===== config.mk =====
export PLATFORM = sky130hd
export DESIGN_NAME = trap_sequencer_flat
export DESIGN_NICKNAME = d
export VERILOG_FILES = /design/src/rtl/trap_sequencer_if.sv /design/src/rtl/trap_sequencer.sv /design/src/flat_wrapper.sv
export SDC_FILE = /design/constraint.sdc
export NUM_CORES = 1
export LEC_CHECK = 0
export ABC_AREA = 1
export CAP_MARGIN = 20
export CORE_ASPECT_RATIO = 1.2
export CORE_UTILIZATION = 41
export CTS_CLUSTER_DIAMETER = 40
export CTS_CLUSTER_SIZE = 20
export DETAILED_ROUTE_END_ITERATION = 10
export GPL_TIMING_DRIVEN = 0
export PLACE_DENSITY = 0.78
export SLEW_MARGIN = 15
export SYNTH_ARGS = -nofsm -noshare
export SYNTH_HDL_FRONTEND = slang
export SYNTH_SLANG_ARGS = --single-unit

===== constraint.sdc =====
create_clock -name clk -period 1.6 [get_ports clk]
set_input_delay 0.32 -clock clk [delete_from_list [all_inputs] [get_ports clk]]
set_output_delay 0.32 -clock clk [all_outputs]
set_load 0.03 [all_outputs]

===== src/rtl/trap_sequencer_if.sv =====
// Signal bundle between the commit stage, the trap sequencer and the CSR unit's trap port.
// The master side is the sequencer; the slave side is the surrounding core/CSR environment.
interface trap_sequencer_if #(
  parameter int EXC_W = 5
);
  logic             instr_valid;
  logic [31:0]      instr_pc;
  logic [31:0]      instr_next_pc;
  logic             exc_req;
  logic [EXC_W-1:0] exc_code;
  logic [31:0]      exc_val;
  logic             mret_req;
  logic             wfi_req;
  logic             irq_pending;
  logic [31:0]      irq_cause;
  logic             irq_wake;
  logic [31:0]      trap_vector;
  logic [31:0]      epc_in;
  logic             trap_entry;
  logic             trap_return;
  logic [31:0]      trap_pc;
  logic [31:0]      trap_cause;
  logic [31:0]      trap_val;
  logic             instr_retired;
  logic             stall;
  logic             flush;
  logic             redirect_valid;
  logic [31:0]      redirect_pc;

  modport master (
    input  instr_valid, instr_pc, instr_next_pc, exc_req, exc_code, exc_val,
           mret_req, wfi_req, irq_pending, irq_cause, irq_wake, trap_vector, epc_in,
    output trap_entry, trap_return, trap_pc, trap_cause, trap_val,
           instr_retired, stall, flush, redirect_valid, redirect_pc
  );

  modport slave (
    output instr_valid, instr_pc, instr_next_pc, exc_req, exc_code, exc_val,
           mret_req, wfi_req, irq_pending, irq_cause, irq_wake, trap_vector, epc_in,
    input  trap_entry, trap_return, trap_pc, trap_cause, trap_val,
           instr_retired, stall, flush, redirect_valid, redirect_pc
  );
endinterface


===== src/rtl/trap_sequencer.sv =====
// Sequences exception/interrupt entry, MRET return and WFI sleep toward the CSR unit,
// then redirects and flushes the pipeline.
module trap_sequencer #(
  parameter bit WFI_EN = 1'b1,
  parameter int EXC_W  = 5
) (
  input  logic             clk,
  input  logic             rst_n,
  trap_sequencer_if.master bus
);

  typedef enum logic [2:0] {
    ST_IDLE     = 3'd0,
    ST_ENTER    = 3'd1,
    ST_RET      = 3'd2,
    ST_REDIRECT = 3'd3,
    ST_SLEEP    = 3'd4
  } state_e;

  state_e      state_q, state_d;
  logic [31:0] trap_pc_q, trap_pc_d;
  logic [31:0] trap_cause_q, trap_cause_d;
  logic [31:0] trap_val_q, trap_val_d;
  logic [31:0] wake_pc_q, wake_pc_d;
  logic [31:0] redirect_pc_q, redirect_pc_d;
  logic        trap_entry_q, trap_return_q, redirect_valid_q, flush_q;
  logic        instr_retired_s, stall_s;

  // Next-state, capture and commit-handshake decode
  always_comb begin
    state_d         = state_q;
    trap_pc_d       = trap_pc_q;
    trap_cause_d    = trap_cause_q;
    trap_val_d      = trap_val_q;
    wake_pc_d       = wake_pc_q;
    redirect_pc_d   = redirect_pc_q;
    instr_retired_s = 1'b0;
    stall_s         = 1'b1;
    case (state_q)
      ST_IDLE: begin
        stall_s = 1'b0;
        if (bus.instr_valid) begin
          if (bus.exc_req) begin
            stall_s      = 1'b1;
            trap_pc_d    = bus.instr_pc;
            trap_cause_d = {{(32-EXC_W){1'b0}}, bus.exc_code};
            trap_val_d   = bus.exc_val;
            state_d      = ST_ENTER;
          end else if (bus.irq_pending) begin
            // The interrupted instruction completes, so mepc points past it
            stall_s         = 1'b1;
            instr_retired_s = 1'b1;
            trap_pc_d       = bus.instr_next_pc;
            trap_cause_d    = bus.irq_cause;
            trap_val_d      = 32'd0;
            state_d         = ST_ENTER;
          end else if (bus.mret_req) begin
            stall_s         = 1'b1;
            instr_retired_s = 1'b1;
            state_d         = ST_RET;
          end else if (bus.wfi_req && WFI_EN) begin
            stall_s         = 1'b1;
            instr_retired_s = 1'b1;
            wake_pc_d       = bus.instr_next_pc;
            state_d         = ST_SLEEP;
          end else begin
            instr_retired_s = 1'b1;
          end
        end else begin
          instr_retired_s = 1'b0;
        end
      end
      ST_ENTER: begin
        redirect_pc_d = bus.trap_vector;
        state_d       = ST_REDIRECT;
      end
      ST_RET: begin
        redirect_pc_d = bus.epc_in;
        state_d       = ST_REDIRECT;
      end
      ST_REDIRECT: begin
        state_d = ST_IDLE;
      end
      ST_SLEEP: begin
        if (bus.irq_wake && bus.irq_pending) begin
          trap_pc_d    = wake_pc_q;
          trap_cause_d = bus.irq_cause;
          trap_val_d   = 32'd0;
          state_d      = ST_ENTER;
        end else if (bus.irq_wake) begin
          // Wake with MIE clear: the next PC is already in fetch, no redirect
          state_d = ST_IDLE;
        end else begin
          state_d = ST_SLEEP;
        end
      end
      default: begin
        state_d = ST_IDLE;
      end
    endcase
  end

  // State, captured trap data and registered strobes
  always_ff @(posedge clk) begin
    if (!rst_n) begin
      state_q          <= ST_IDLE;
      trap_pc_q        <= 32'd0;
      trap_cause_q     <= 32'd0;
      trap_val_q       <= 32'd0;
      wake_pc_q        <= 32'd0;
      redirect_pc_q    <= 32'd0;
      trap_entry_q     <= 1'b0;
      trap_return_q    <= 1'b0;
      redirect_valid_q <= 1'b0;
      flush_q          <= 1'b0;
    end else begin
      state_q          <= state_d;
      trap_pc_q        <= trap_pc_d;
      trap_cause_q     <= trap_cause_d;
      trap_val_q       <= trap_val_d;
      wake_pc_q        <= wake_pc_d;
      redirect_pc_q    <= redirect_pc_d;
      trap_entry_q     <= (state_d == ST_ENTER);
      trap_return_q    <= (state_d == ST_RET);
      redirect_valid_q <= (state_d == ST_REDIRECT);
      flush_q          <= (state_d == ST_REDIRECT);
    end
  end

  assign bus.trap_entry     = trap_entry_q;
  assign bus.trap_return    = trap_return_q;
  assign bus.trap_pc        = trap_pc_q;
  assign bus.trap_cause     = trap_cause_q;
  assign bus.trap_val       = trap_val_q;
  assign bus.redirect_valid = redirect_valid_q;
  assign bus.flush          = flush_q;
  assign bus.redirect_pc    = redirect_pc_q;
  // Held in reset, the commit handshake must not accept anything
  assign bus.instr_retired  = rst_n & instr_retired_s;
  assign bus.stall          = rst_n & stall_s;

endmodule


===== src/flat_wrapper.sv =====
// flat-port wrapper written by rule: the top's interface ports become plain ports
module trap_sequencer_flat 
#(
  parameter bit WFI_EN = 1'b1,
  parameter int EXC_W  = 5
)
  (clk, rst_n, bus_instr_valid, bus_instr_pc, bus_instr_next_pc, bus_exc_req, bus_exc_code, bus_exc_val, bus_mret_req, bus_wfi_req, bus_irq_pending, bus_irq_cause, bus_irq_wake, bus_trap_vector, bus_epc_in, bus_trap_entry, bus_trap_return, bus_trap_pc, bus_trap_cause, bus_trap_val, bus_instr_retired, bus_stall, bus_flush, bus_redirect_valid, bus_redirect_pc);
  trap_sequencer_if #(.EXC_W(EXC_W)) bus_i ();
  input  logic clk;
  input  logic rst_n;
  input wire logic [$bits(bus_i.instr_valid)-1:0] bus_instr_valid;
  input wire logic [$bits(bus_i.instr_pc)-1:0] bus_instr_pc;
  input wire logic [$bits(bus_i.instr_next_pc)-1:0] bus_instr_next_pc;
  input wire logic [$bits(bus_i.exc_req)-1:0] bus_exc_req;
  input wire logic [$bits(bus_i.exc_code)-1:0] bus_exc_code;
  input wire logic [$bits(bus_i.exc_val)-1:0] bus_exc_val;
  input wire logic [$bits(bus_i.mret_req)-1:0] bus_mret_req;
  input wire logic [$bits(bus_i.wfi_req)-1:0] bus_wfi_req;
  input wire logic [$bits(bus_i.irq_pending)-1:0] bus_irq_pending;
  input wire logic [$bits(bus_i.irq_cause)-1:0] bus_irq_cause;
  input wire logic [$bits(bus_i.irq_wake)-1:0] bus_irq_wake;
  input wire logic [$bits(bus_i.trap_vector)-1:0] bus_trap_vector;
  input wire logic [$bits(bus_i.epc_in)-1:0] bus_epc_in;
  output wire logic [$bits(bus_i.trap_entry)-1:0] bus_trap_entry;
  output wire logic [$bits(bus_i.trap_return)-1:0] bus_trap_return;
  output wire logic [$bits(bus_i.trap_pc)-1:0] bus_trap_pc;
  output wire logic [$bits(bus_i.trap_cause)-1:0] bus_trap_cause;
  output wire logic [$bits(bus_i.trap_val)-1:0] bus_trap_val;
  output wire logic [$bits(bus_i.instr_retired)-1:0] bus_instr_retired;
  output wire logic [$bits(bus_i.stall)-1:0] bus_stall;
  output wire logic [$bits(bus_i.flush)-1:0] bus_flush;
  output wire logic [$bits(bus_i.redirect_valid)-1:0] bus_redirect_valid;
  output wire logic [$bits(bus_i.redirect_pc)-1:0] bus_redirect_pc;
  assign bus_i.instr_valid = bus_instr_valid;
  assign bus_i.instr_pc = bus_instr_pc;
  assign bus_i.instr_next_pc = bus_instr_next_pc;
  assign bus_i.exc_req = bus_exc_req;
  assign bus_i.exc_code = bus_exc_code;
  assign bus_i.exc_val = bus_exc_val;
  assign bus_i.mret_req = bus_mret_req;
  assign bus_i.wfi_req = bus_wfi_req;
  assign bus_i.irq_pending = bus_irq_pending;
  assign bus_i.irq_cause = bus_irq_cause;
  assign bus_i.irq_wake = bus_irq_wake;
  assign bus_i.trap_vector = bus_trap_vector;
  assign bus_i.epc_in = bus_epc_in;
  assign bus_trap_entry = bus_i.trap_entry;
  assign bus_trap_return = bus_i.trap_return;
  assign bus_trap_pc = bus_i.trap_pc;
  assign bus_trap_cause = bus_i.trap_cause;
  assign bus_trap_val = bus_i.trap_val;
  assign bus_instr_retired = bus_i.instr_retired;
  assign bus_stall = bus_i.stall;
  assign bus_flush = bus_i.flush;
  assign bus_redirect_valid = bus_i.redirect_valid;
  assign bus_redirect_pc = bus_i.redirect_pc;
  trap_sequencer #(.WFI_EN(WFI_EN), .EXC_W(EXC_W)) u_core (.clk(clk), .rst_n(rst_n), .bus(bus_i));
endmodule

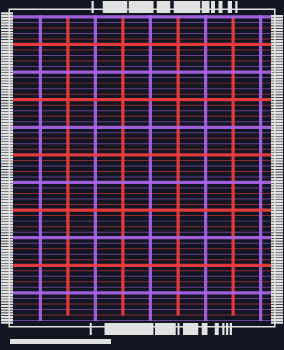
Fig. 1. PDN straps and rails.
The bar under the picture is 50 um long. Pins as bars on the die edge.
[VSS] purple
[VDD] red
met5 straps: 11
met1 rails: 56
rows: 55
DIE HEIGHT: 155.7 um
Core Region: 19060 um^2
VDD IR max: 758.1 uV
die x size: 130.1 um

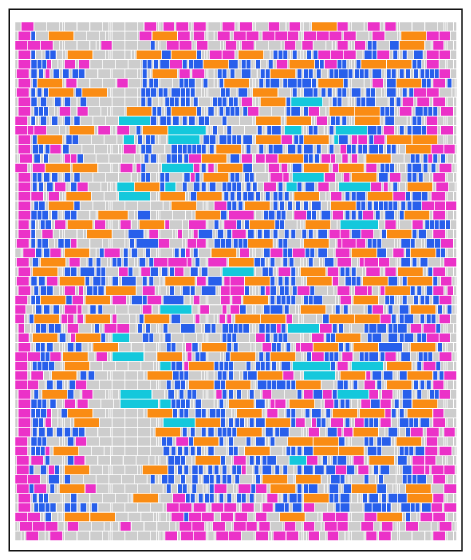
Fig. 2. Placement by cell class.
Fill, decap, tap and diode cells in grey.
[combinational and other logic] blue | cells: 982
[sequential cells] orange | cells: 166
[remaining buffers and delay cells] magenta | cells: 445
[clock drivers and dummy loads] cyan | cells: 31
cell row count: 55
final instance area: 12650 um^2

==> summary.txt <==
The full implementation flow was run.

In the layout the commonest cells are sky130_fd_sc_hd__nand2_1 (384), sky130_fd_sc_hd__nor2_1 (249), sky130_fd_sc_hd__clkdlybuf4s50_1 (198), sky130_fd_sc_hd__dfxtp_1 (163), sky130_fd_sc_hd__dlygate4sd2_1 (133). The tool flagged a number of max-cap violations equal to 0. The minimum setup slack in the final design stands at -0.1327 ns. The critical path is of the register to output port type. The synthesized instance count is 1244. The count of tool warnings stands at 29.

Summed over all layers, the global routing overflow is 0. The post-route setup TNS stands at -0.1327 ns. The commonest register cell is sky130_fd_sc_hd__dfxtp_1. TritonRoute reported its final design rule violation total as 0.

The arrival time at the worst endpoint stands at 1.41 ns. The net switching power stands at 5.219 mW. The tree is rooted in a sky130_fd_sc_hd__clkbuf_16.

sky130_fd_sc_hd__dfxtp_1 takes more of the synthesized area than any other cell. The area of the chip stands at 20260 um^2. The run finished, with violations left. The number of global-route vias before repair was 9051. The via total after detailed routing stands at 9428. For this run, the final setup violation count is recorded as 1. Per STA, the worst path is made up of nor2_4 > nand3_4 > buf_8 > nor3_4 > buf_6.

In this run the mean area of a mapped cell was 6.489 um^2. The number of CTS-inserted buffers stands at 17. The number of buffer cells added on primary ports stands at 337. The slowest stage of the critical path belongs to the cell sky130_fd_sc_hd__dfxtp_4. The longest individual stage delay on the worst path stands at 0.36 ns. The worst setup path is captured at an output port. Counting tap cells, the placed design contains a total of 1837 instances. The overall routing resource usage stands at 29.76%. In the final report, the number of pins over their slew limit comes to 0. After synthesis, the cell types taking the most area are sky130_fd_sc_hd__dfxtp_1 (41%), sky130_fd_sc_hd__nand2_1 (18%), sky130_fd_sc_hd__nor2_1 (12%). The count of cells in the finished layout, fillers not included, comes to 1881. Internal power comes to 9.517 mW.

The most common cell in the synthesized netlist is sky130_fd_sc_hd__nand2_1. The synthesized chip area reported by yosys stands at 8073 um^2. The post-synth tally of flip-flops with integrated enable stands at 0. In the floorplan report the effective utilization is 42.35%.

The checks that failed: negative setup slack. The area growth from synthesis to layout stands at 56.70%. The number of ports placed on the die boundary stands at 339. The number of antenna violations at the first check in global routing stands at 1. RePlAce ended its routability-driven mode at a weighted congestion of 0.8657.

The pre-antenna-repair detailed-routing pass consisted of 5 iterations. In this run the remaining antenna-violating nets after routing total 0. The transition time recorded at the tightest slew-check pin is 0.6419 ns.
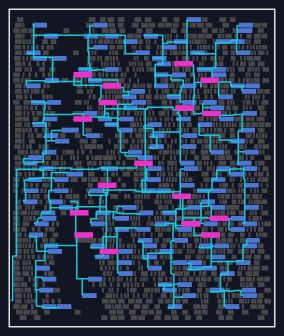
Fig. 3. Clock wires, drivers and flops.
[flip-flops] blue | count: 166
[clock drivers] magenta | count: 17
[clock wires] cyan | length: 2090 um
flops lie: widely spread
clock network power: 4.54 mW
Clk pwr share: 30.8%
insertion delay at the late pin of the worst-skew pair: 0.43 ns
Worst Skew: 0.006982 ns

## final cells by class
cell class	count	area [um^2]
diodes	1	2.502
clock inverters	9	163.9
well taps	256	320.3
plain buffers	96	569.3
clock buffers	22	484.2
multi-input cells	940	4300
flip-flops and latches	166	3334
inverters	42	162.7
repair buffers	349	3312
fillers	1781	6412
## per-stage QoR
| step | area [um^2] | power, mW |
|---|---|---|
| 3_3_place_gp | 11780 | 10.36 |
| 4_1_cts | 12440 | 14.63 |
| 3_5_place_dp | 11780 | 10.43 |
| 5_1_grt | 12650 | 15.41 |
| 2_1_floorplan | 8082 | 8.102 |
| 6_report | 12650 | 14.74 |
## worst reg2reg max path: stages, from the launching register on
cell	delay [ns]
sky130_fd_sc_hd__dfxtp_4	0.36
sky130_fd_sc_hd__nor2_4	0.15
sky130_fd_sc_hd__nand3_4	0.09
sky130_fd_sc_hd__buf_4	0.19
sky130_fd_sc_hd__nor2_4	0.12
sky130_fd_sc_hd__nor2_4	0.07
sky130_fd_sc_hd__buf_4	0.15
sky130_fd_sc_hd__clkbuf_4	0.19
sky130_fd_sc_hd__nor2_1	0.12
sky130_fd_sc_hd__nor2_1	0.05
## power groups by stage
stage               Sequential (mW)  Clock [mW]  Combinational, mW
floorplan                      6.26           0               1.84
global placement               5.14           0               5.22
detailed placement             5.15           0               5.28
CTS                            5.05        4.56               5.02
global route                   5.11        4.73               5.57
finish                         5.05        4.54               5.15
## timing repair
item | in CTS | in global routing
setup endpoints to repair | 294 | 152
setup buffers | 8 | 3
gates resized | 201 | 106
pin swaps | 4 | 7
hold buffers | 0 | 0
gates cloned | 0 | 1
## logic make-up after synthesis
family | count (synthesis) | synth area share, %
simple gates | 789 | 41.80
buf+inv | 138 | 6.990
flops | 166 | 41.17
compound gates | 151 | 10.04
## worst paths after layout
check	startpoint	endpoint	slack, ns	depth (start not counted)
worst max-delay path	u_core.state_q[1]$_SDFF_PN0_	bus_instr_retired	-0.13	5
worst min-delay path	bus_mret_req	u_core.state_q[1]$_SDFF_PN0_	0.43	7
worst max register to register	u_core.state_q[1]$_SDFF_PN0_	u_core.bus.trap_pc[1]$_SDFFE_PN0P_	0.02	9
worst min register to register	u_core.bus.trap_cause[15]$_SDFFE_PN0P_	u_core.bus.trap_cause[15]$_SDFFE_PN0P_	0.48	2
## metal layers
metal | part of all wire [%] | global-route usage, % | vias to the layer above | wire (um)
met5 | 0 | 0 | - | 0
met4 | 3.7 | 14.01 | 0 | 1130
met3 | 9.2 | 9.396 | 66 | 2819
met2 | 50 | 53.80 | 415 | 15390
met1 | 37 | 30.75 | 4282 | 11220
li1 | - | - | 4665 | -
## sequential cells by signal, summed over array words and instances (netlist names)
register,cells
u_core.bus.redirect_pc,32
u_core.bus.trap_cause,32
u_core.bus.trap_pc,32
u_core.bus.trap_val,32
u_core.wake_pc_q,32
u_core.state_q,3
u_core.bus.redirect_valid,1
u_core.bus.trap_entry,1
u_core.bus.trap_return,1
No activity file was given, so power comes from the tool's default toggle rates.
